--- config.mk ---
export PLATFORM = sky130hd
export DESIGN_NAME = lc3b_mem_arbiter
export DESIGN_NICKNAME = d
export VERILOG_FILES = /design/src/rtl/lc3b_mem_arbiter.sv
export SDC_FILE = /design/constraint.sdc
export NUM_CORES = 1
export LEC_CHECK = 0
export CORE_AREA = 2 2 272 274
export DETAILED_ROUTE_END_ITERATION = 12
export DIE_AREA = 0 0 274 276
export SKIP_LAST_GASP = 1
export SLEW_MARGIN = 20
export SYNTH_ARGS = -nofsm -noshare
export SYNTH_HDL_FRONTEND = slang
export SYNTH_SLANG_ARGS = --single-unit
--- constraint.sdc ---
create_clock -name clk -period 1.79 [get_ports clk]
set_clock_uncertainty 0.2 [all_clocks]
set_input_delay 0.358 -clock clk [delete_from_list [all_inputs] [get_ports clk]]
set_output_delay 0.358 -clock clk [all_outputs]
set_load 0.02 [all_outputs]
--- src/rtl/lc3b_mem_arbiter.sv ---
// lc3b_mem_arbiter
// Shares one line-wide lower-level memory port between the I-cache and the
// D-cache. One line transaction is in flight at a time. Simultaneous requests
// are resolved round-robin: the side that was not granted last wins. The winning
// request is latched at grant, so the memory side sees a stable address,
// write flag and write line until mem_resp, whatever the requesters do meanwhile.
//
// Ports:
//   clk, rst                        clock, synchronous active-high reset
//   i_read, i_address               I-cache line read request (held until i_resp)
//   i_rdata, i_resp                 line and one-cycle completion to the I-cache
//   d_read, d_write, d_address,     D-cache read / writeback request (held until d_resp)
//   d_wdata
//   d_rdata, d_resp                 line and one-cycle completion to the D-cache
//   mem_read, mem_write,            lower-level strobes, line-aligned address and
//   mem_address, mem_wdata          write line
//   mem_rdata, mem_resp             lower-level read line and single-cycle completion
module lc3b_mem_arbiter #(
    parameter int ADDR_W = 16,
    parameter int LINE_W = 128,
    parameter int OFF_W  = 4
) (
    input  logic              clk,
    input  logic              rst,
    input  logic              i_read,
    input  logic [ADDR_W-1:0] i_address,
    output logic [LINE_W-1:0] i_rdata,
    output logic              i_resp,
    input  logic              d_read,
    input  logic              d_write,
    input  logic [ADDR_W-1:0] d_address,
    input  logic [LINE_W-1:0] d_wdata,
    output logic [LINE_W-1:0] d_rdata,
    output logic              d_resp,
    output logic              mem_read,
    output logic              mem_write,
    output logic [ADDR_W-1:0] mem_address,
    output logic [LINE_W-1:0] mem_wdata,
    input  logic [LINE_W-1:0] mem_rdata,
    input  logic              mem_resp
);

    typedef enum logic [1:0] {
        IDLE    = 2'd0,
        SERVE_I = 2'd1,
        SERVE_D = 2'd2
    } state_t;

    state_t            state;
    state_t            state_next;
    logic              last_grant;   // 0: I-cache granted last, 1: D-cache
    logic [ADDR_W-1:0] lat_addr;
    logic [LINE_W-1:0] lat_wdata;
    logic              lat_write;

    logic i_req;
    logic d_req;
    logic grant_i;
    logic grant_d;

    assign i_req = i_read;
    // A D-cache request with both read and write set is a writeback.
    assign d_req = d_read | d_write;

    // Address and write line come straight from the latches.
    assign mem_address = lat_addr;
    assign mem_wdata   = lat_wdata;

    always_comb begin
        state_next = state;
        grant_i    = 1'b0;
        grant_d    = 1'b0;
        mem_read   = 1'b0;
        mem_write  = 1'b0;
        i_resp     = 1'b0;
        d_resp     = 1'b0;
        i_rdata    = '0;
        d_rdata    = '0;

        unique case (state)
            IDLE: begin
                if (i_req && d_req) begin
                    // Tie: hand the port to the side that did not have it last.
                    if (last_grant) grant_i = 1'b1;
                    else            grant_d = 1'b1;
                end else if (i_req) begin
                    grant_i = 1'b1;
                end else if (d_req) begin
                    grant_d = 1'b1;
                end

                if (grant_i) state_next = SERVE_I;
                if (grant_d) state_next = SERVE_D;
            end

            SERVE_I: begin
                mem_read  = ~lat_write;
                mem_write = lat_write;
                // A completion arriving while reset is held abandons the transaction.
                if (mem_resp && !rst) begin
                    i_resp     = 1'b1;
                    if (!lat_write) i_rdata = mem_rdata;
                    state_next = IDLE;
                end
            end

            SERVE_D: begin
                mem_read  = ~lat_write;
                mem_write = lat_write;
                if (mem_resp && !rst) begin
                    d_resp     = 1'b1;
                    if (!lat_write) d_rdata = mem_rdata;
                    state_next = IDLE;
                end
            end

            default: state_next = IDLE;
        endcase
    end

    always_ff @(posedge clk) begin
        if (rst) begin
            state      <= IDLE;
            last_grant <= 1'b0;
            lat_addr   <= '0;
            lat_wdata  <= '0;
            lat_write  <= 1'b0;
        end else begin
            state <= state_next;
            if (grant_i) begin
                lat_addr   <= {i_address[ADDR_W-1:OFF_W], {OFF_W{1'b0}}};
                lat_write  <= 1'b0;
                last_grant <= 1'b0;
            end
            if (grant_d) begin
                lat_addr   <= {d_address[ADDR_W-1:OFF_W], {OFF_W{1'b0}}};
                lat_wdata  <= d_wdata;
                lat_write  <= d_write;
                last_grant <= 1'b1;
            end
        end
    end

endmodule

**Run 1: signal wires on met1**

Scale: 1 px per um. Supply wires on this layer in grey.
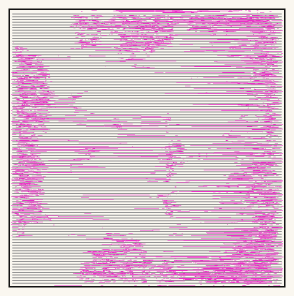
longest straight run: 142 um
share of all routed wire: 33%
wire length on this layer: 24.7 mm

**Run 1: signal wires on met3**

Scale: 1.5 px per um. Cells faint in the background.
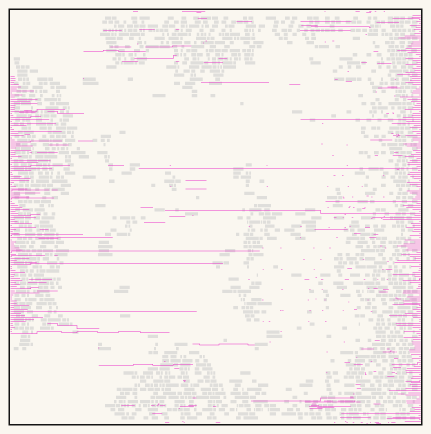
longest straight run: 188 um
nets with wire on the layer: 456
main direction: horizontal

**Run 1: routed clock nets over the placement**

Scale: 1.5 px per um.
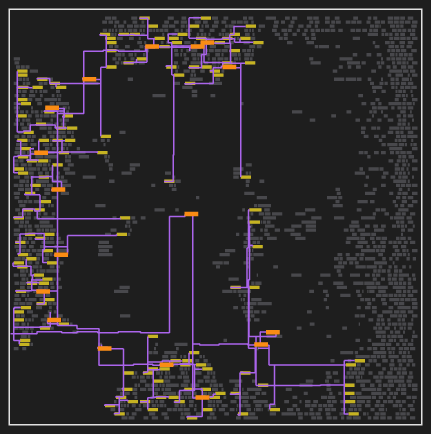
[orange] clock drivers | count: 17
[purple] clock wires | length: 3,040 um
[yellow] flip-flops | count: 144
routed clock nets: 18

==> changes_impl.md, run 1 <==
## Flow update

* CTS Buffer Depth at 2
* Yosys reg bits at 144
* Number of enable flip-flop cells at 0
* Overflow after GRT at 0
* Leak at 10.4 nW
* TritonCTS Buffers at 17
* WL/cell at 27.3 um
* CP required at 1.23 ns
* Crit path depth at 9
* Routability cong. at 0.924
* RSZ-0062 raised after global routing: true
* Log Warnings at 39
* Most numerous logic cells after layout: 283 x clkdlybuf4s50_1, 177 x buf_6, 170 x and2_4
* P_clk at 3.95 mW
* Antenna viol nets, final at 0
* Avg Cell Area, Syn at 8.41 um2
* Share of power burned in registers at 23.6%
* Post-CTS Setup Repair Bufs at 1
* Setup TNS at -210.20 ns
* Hold Violations, Final at 0
* Routed vias at 11,000
* Number of global-route vias before repair at 10,100
* Synthesis-to-layout area growth at 157%
* Net Sw Frac at 37.7%
* Reg-to-reg critical path startpoint: state[0]$_SDFFE_PP0P_
* Top comb family, area: simple AND/OR/NAND/NOR gates
* Clk root buf: clkbuf_16
* Setup violations, final at 376
* Synth async-reset ratio at 0%
* Final wirelength at 74.7 mm
* Post-Synth Adder-Cell Area at 0.462%
* Dominant logic cell type in the layout: clkdlybuf4s50_1
* PD cells at 867 nW/um2
* Worst hold path cell count at 3
* Comb pwr at 9.88 mW
* Register-to-Register Setup Slack at -0.13 ns
* Starting density of the core at 11.2%
* Post-cts gate resize count at 402
* R2R Path End: mem_wdata[0]$_SDFFE_PP0P_
* CTS hold repair buffers at 0
* Final Max Tran Viols at 0
* Worst-Margin Slew at 0.536 ns
* MUX share of area at 0%
* Mapped Area at 8120 um2
* Sequential fraction of the synthesis area at 35.5%
* Worst hold path class: in2reg
* Clk sinks at 144
* Worst setup path start: state[0]$_SDFFE_PP0P_
* PnR worst setup slack at -0.894 ns
* Core area at 72,600 um2
* First-pass GRT wire length at 86.1 mm
* Fin nets at 2,050
* Worst hold endpoint: lat_write$_SDFFE_PP0P_
* AND/OR/NAND/NOR Cells, Area Fraction at 30.6%
* Failing checks: setup timing
* Final min period at 2.68 ns
* Detail Placement HPWL at 55.3 mm
* Detailed router's first-iteration violation count at 485
* CP Max Fanout at 7
* Slowest CP cell: dfxtp_4
* IO Count at 698
* Die height at 276 um
* Pint at 11.3 mW
* Status: finished with violations
* Total power at 18.1 mW
* Synth cell types at 32
* Detailed Routing Iterations Pass 1 at 5
* Post-synthesis xor/xnor area fraction at 0%
* Critical path's top delay family: buffers and inverters
* Vias per cell at 4.02
* Crit path DAT at 2.13 ns
* Port Buffers at 685
* Chip area line of the yosys report at 8120 um2
* DRC violations left at 0
* Combinational share of power at 54.6%
* Die Wd at 274 um
* Crit end category: output port
* Fmax at 0.373 GHz
* Clock slew at reported path FFs at 0.08 ns
* Critical path, cell by cell: inv_4 -> ha_4 -> nor3b_4 -> buf_6 -> buf_12 -> buf_8 -> clkbuf_16 -> and2_2 -> buf_4
* Clock power share at 21.8%
* Clock H-tree levels at 4
* R2R depth at 8
* Die ar. at 75,600 um2
* Fin crit share at 150%
* Synth warnings at 0
* Max VDD drop at 0.000822 V
* Fraction of layout cells with a size suffix above 1 at 46.1%
==> run 1: cells in the mapped netlist, types with 2 or more instances <==
| library cell | count | area [um2] |
|---|---|---|
| nand2b_1 | 129 | 807 |
| o32ai_1 | 12 | 105 |
| nand2_1 | 3 | 11.3 |
| o31ai_1 | 2 | 15.0 |
| dfxtp_1 | 144 | 2880 |
| a31o_1 | 128 | 1120 |
| buf_4 | 5 | 37.5 |
| buf_6 | 11 | 124 |
| a21oi_1 | 130 | 651 |
| a211oi_2 | 10 | 125 |
| a211oi_1 | 2 | 15.0 |
| nor2_1 | 2 | 7.51 |
| clkbuf_1 | 71 | 267 |
| and3_1 | 2 | 12.5 |
| and2_1 | 258 | 1610 |
| inv_1 | 15 | 56.3 |
| buf_2 | 23 | 115 |
| ha_1 | 3 | 37.5 |
| nor3b_1 | 3 | 22.5 |
==> run 1: metrics by stage <==
step                setup slack [ns]  util, %  cells  hold slack, ns  area [um2]
finish                        -0.894     28.7   2734           0.209       20900
global placement               -1.43     23.8   2588           0.274       17200
detailed placement             -1.47     23.8   2588           0.287       17200
global route                  -0.964     28.7   2732           0.217       20900
CTS                           -0.988     24.6   2622           0.170       17800
floorplan                    -0.0934        -    969           0.259        8470
==> run 1: cell type report <==
type                       count  area, um2
multi-input combinational    700       5680
inverter                      16       67.6
tap                          959       1200
clock inverter                12        158
antenna                        9       22.5
fill                        7566      51700
timing repair buffer         874      10400
clock buffer                  20        457
sequential                   144       2890
==> run 1: metal layers <==
layer | up-vias | global-route usage (%) | part of all wire [%]
met3 | 200 | 4.35 | 6.5
met5 | - | 0 | 0.058
met4 | 8 | 7.96 | 5.9
met1 | 5276 | 16.1 | 33
li1 | 4879 | - | -
met2 | 641 | 32.5 | 54
--- run 2 (diff from run 1) ---
--- a/config.mk
+++ b/config.mk
@@ -5,7 +5,9 @@
 export SDC_FILE = /design/constraint.sdc
 export NUM_CORES = 1
 export LEC_CHECK = 0
+export ABC_CLOCK_PERIOD_IN_PS = 1790
 export CORE_AREA = 2 2 272 274
+export CTS_CLUSTER_DIAMETER = 80
 export DETAILED_ROUTE_END_ITERATION = 12
 export DIE_AREA = 0 0 274 276
 export SKIP_LAST_GASP = 1
**Run 2: signal wires on met3**

Scale: 1.5 px per um. Cells faint in the background.
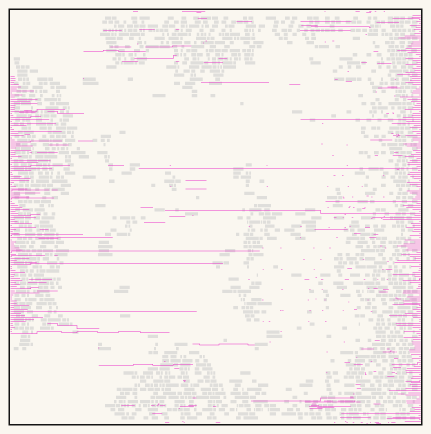
nets with wire on the layer: 456
share of all routed wire: 6.5%
main direction: horizontal

**Run 2: local utilization**

Scale: 1.5 px per um. 27 x 28 tiles, from white (low) to dark blue (high), 0 to 100% covered.
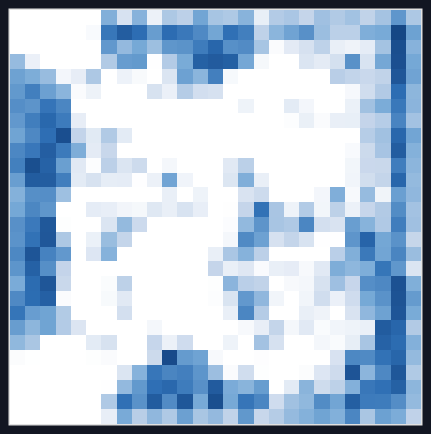
nearly empty tiles: 36%
emptiest ninth of the die: centre
tiles over 75% full: 6.5%
mean over tiles: 26%
fullest tile: 91%
densest ninth of the die: south-east

==> run 2 against run 1 <==
Net effect: the run still ends with setup timing left; combinational power barely moved; design area did not move; via count did not move; maximum frequency did not move; clock power barely moved; cell count did not move; highest routed layer unchanged.
==> changes_impl.md, run 2 <==
## Flow update

* Status: finished with violations (unchanged)
* Failing checks: setup timing (unchanged)
* Clock slew at reported path FFs at 0.08 ns (about the same)
* Finished Layout Cells at 2,734 (unchanged)
* Total power at 18.1 mW (unchanged)
* Final min period at 2.68 ns (unchanged)
* R2R Path End: mem_wdata[0]$_SDFFE_PP0P_ (unchanged)
* Core area at 72,600 um2 (unchanged)
* Critical path, cell by cell: inv_4 -> ha_4 -> nor3b_4 -> buf_6 -> buf_12 -> buf_8 -> clkbuf_16 -> and2_2 -> buf_4 (unchanged)
* Top post-synthesis cells by area: dfxtp_1 35%, and2_1 20%, a31o_1 14% (unchanged)
* Leak at 10.4 nW (unchanged)
* Clk sinks at 144 (unchanged)
* Starting density of the core at 11.2% (unchanged)
* Die ar. at 75,600 um2 (unchanged)
* IO Count at 698 (unchanged)
* CP required at 1.23 ns (about the same)
* AND/OR/NAND/NOR Cells, Area Fraction at 30.6% (unchanged)
* Gate Area at 5680 um2 (unchanged)
* Worst hold path cell count at 3 (unchanged)
* Register area at 2890 um2 (unchanged)
* Post-synthesis xor/xnor area fraction at 0% (unchanged)
* Fin area at 20,900 um2 (unchanged)
* Fmax at 0.373 GHz (unchanged)
* Reg-to-reg critical path startpoint: state[0]$_SDFFE_PP0P_ (unchanged)
* Dominant logic cell type in the layout: clkdlybuf4s50_1 (unchanged)
* Clock H-tree levels at 4 (unchanged)
* Post-Synth Adder-Cell Area at 0.462% (unchanged)
* Avg Cell Area, Syn at 8.41 um2 (unchanged)
* Setup violations, final at 376 (unchanged)
* CTS Buffer Depth at 2 (unchanged)
* Top comb family, area: simple AND/OR/NAND/NOR gates (unchanged)
* Critical path's top delay family: buffers and inverters (unchanged)
* Worst hold endpoint: lat_write$_SDFFE_PP0P_ (unchanged)
* Hold Violations, Final at 0 (unchanged)
* Fin nets at 2,050 (unchanged)
* Number of enable flip-flop cells at 0 (unchanged)
* Routability cong. at 0.924 (unchanged)
* Worst hold path class: in2reg (unchanged)
* Dpl ws at -1.47 ns (unchanged)
* Final Util at 28.7% (unchanged)
* Most common cell in the netlist: and2_1 (unchanged)
* Crit path DAT at 2.13 ns (about the same)
* Detailed Routing Iterations Pass 1 at 5 (unchanged)
* Sequential fraction of the synthesis area at 35.5% (unchanged)
* Mapped Area at 8120 um2 (unchanged)
* Number of global-route vias before repair at 10,100 (unchanged)
* Final Max Tran Viols at 0 (unchanged)
* Die height at 276 um (unchanged)
* First-pass GRT wire length at 86.1 mm (unchanged)
* PnR worst setup slack at -0.894 ns (unchanged)
* Max VDD drop at 0.000822 V (unchanged)
* Top post-synthesis cells by count: 258 x and2_1, 144 x dfxtp_1, 130 x a21oi_1 (unchanged)
* Hold Slack at 0.209 ns (unchanged)
* Antenna viol nets, final at 0 (unchanged)
* Detailed router's first-iteration violation count at 485 (unchanged)
* Yosys reg bits at 144 (unchanged)
run 2: area by class of cell:
class	instances	area share, %
tap	959	5.75
multi-input combinational	700	27.2
sequential	144	13.8
timing repair buffer	874	49.8
clock inverter	12	0.755
inverter	16	0.324
clock buffer	20	2.19
antenna	9	0.108
run 2: worst max-delay path by stage:
stage / start / endpoint / slack (ns) / depth (start not counted)
finish: state[0]$_SDFFE_PP0P_ / d_rdata[32] / -0.89 / 9
detailed placement: mem_resp / d_rdata[87] / -1.47 / 7
global route: state[0]$_SDFFE_PP0P_ / d_rdata[13] / -0.96 / 9
CTS: state[0]$_SDFFE_PP0P_ / d_rdata[6] / -0.99 / 8
floorplan: rst / d_rdata[100] / -0.09 / 5
global placement: mem_resp / d_rdata[39] / -1.43 / 7
run 2: power by group:
part	total, mW	switching (mW)	leakage (nW)	internal (mW)
Clock	3.95	1.68	0.293	2.27
Sequential	4.26	0.412	1.19	3.85
Combinational	9.88	4.74	8.87	5.15
run 2: cells by family after synthesis:
logic type               count (synthesis)
AND/OR/NAND/NOR                        399
AND-OR/OR-AND                          292
flip-flops                             144
buffers and inverters                  127
adder cells (fa/ha/maj)                  3
other                                    1
run 2: routing by layer:
metal / global-route usage, % / share of wire (%) / up-vias
met2: 32.5 / 54 / 641
met1: 16.1 / 33 / 5276
met5: 0 / 0.058 / -
met4: 7.96 / 5.9 / 8
li1: - / - / 4879
met3: 4.35 / 6.5 / 200
run 2: what timing repair did:
| item | in CTS | in global routing |
|---|---|---|
| gates resized | 402 | 1125 |
| pin swaps | 0 | 151 |
| cloned | 1 | 57 |
| setup buffers | 1 | 49 |
| endpoints found under the setup margin | 538 | 538 |
run 2: tightest hold or removal path: stages:
cell    delay, ns
buf_4        0.14
buf_6        0.21
nor2_1       0.13
Power is estimated from default activity; no workload was simulated.
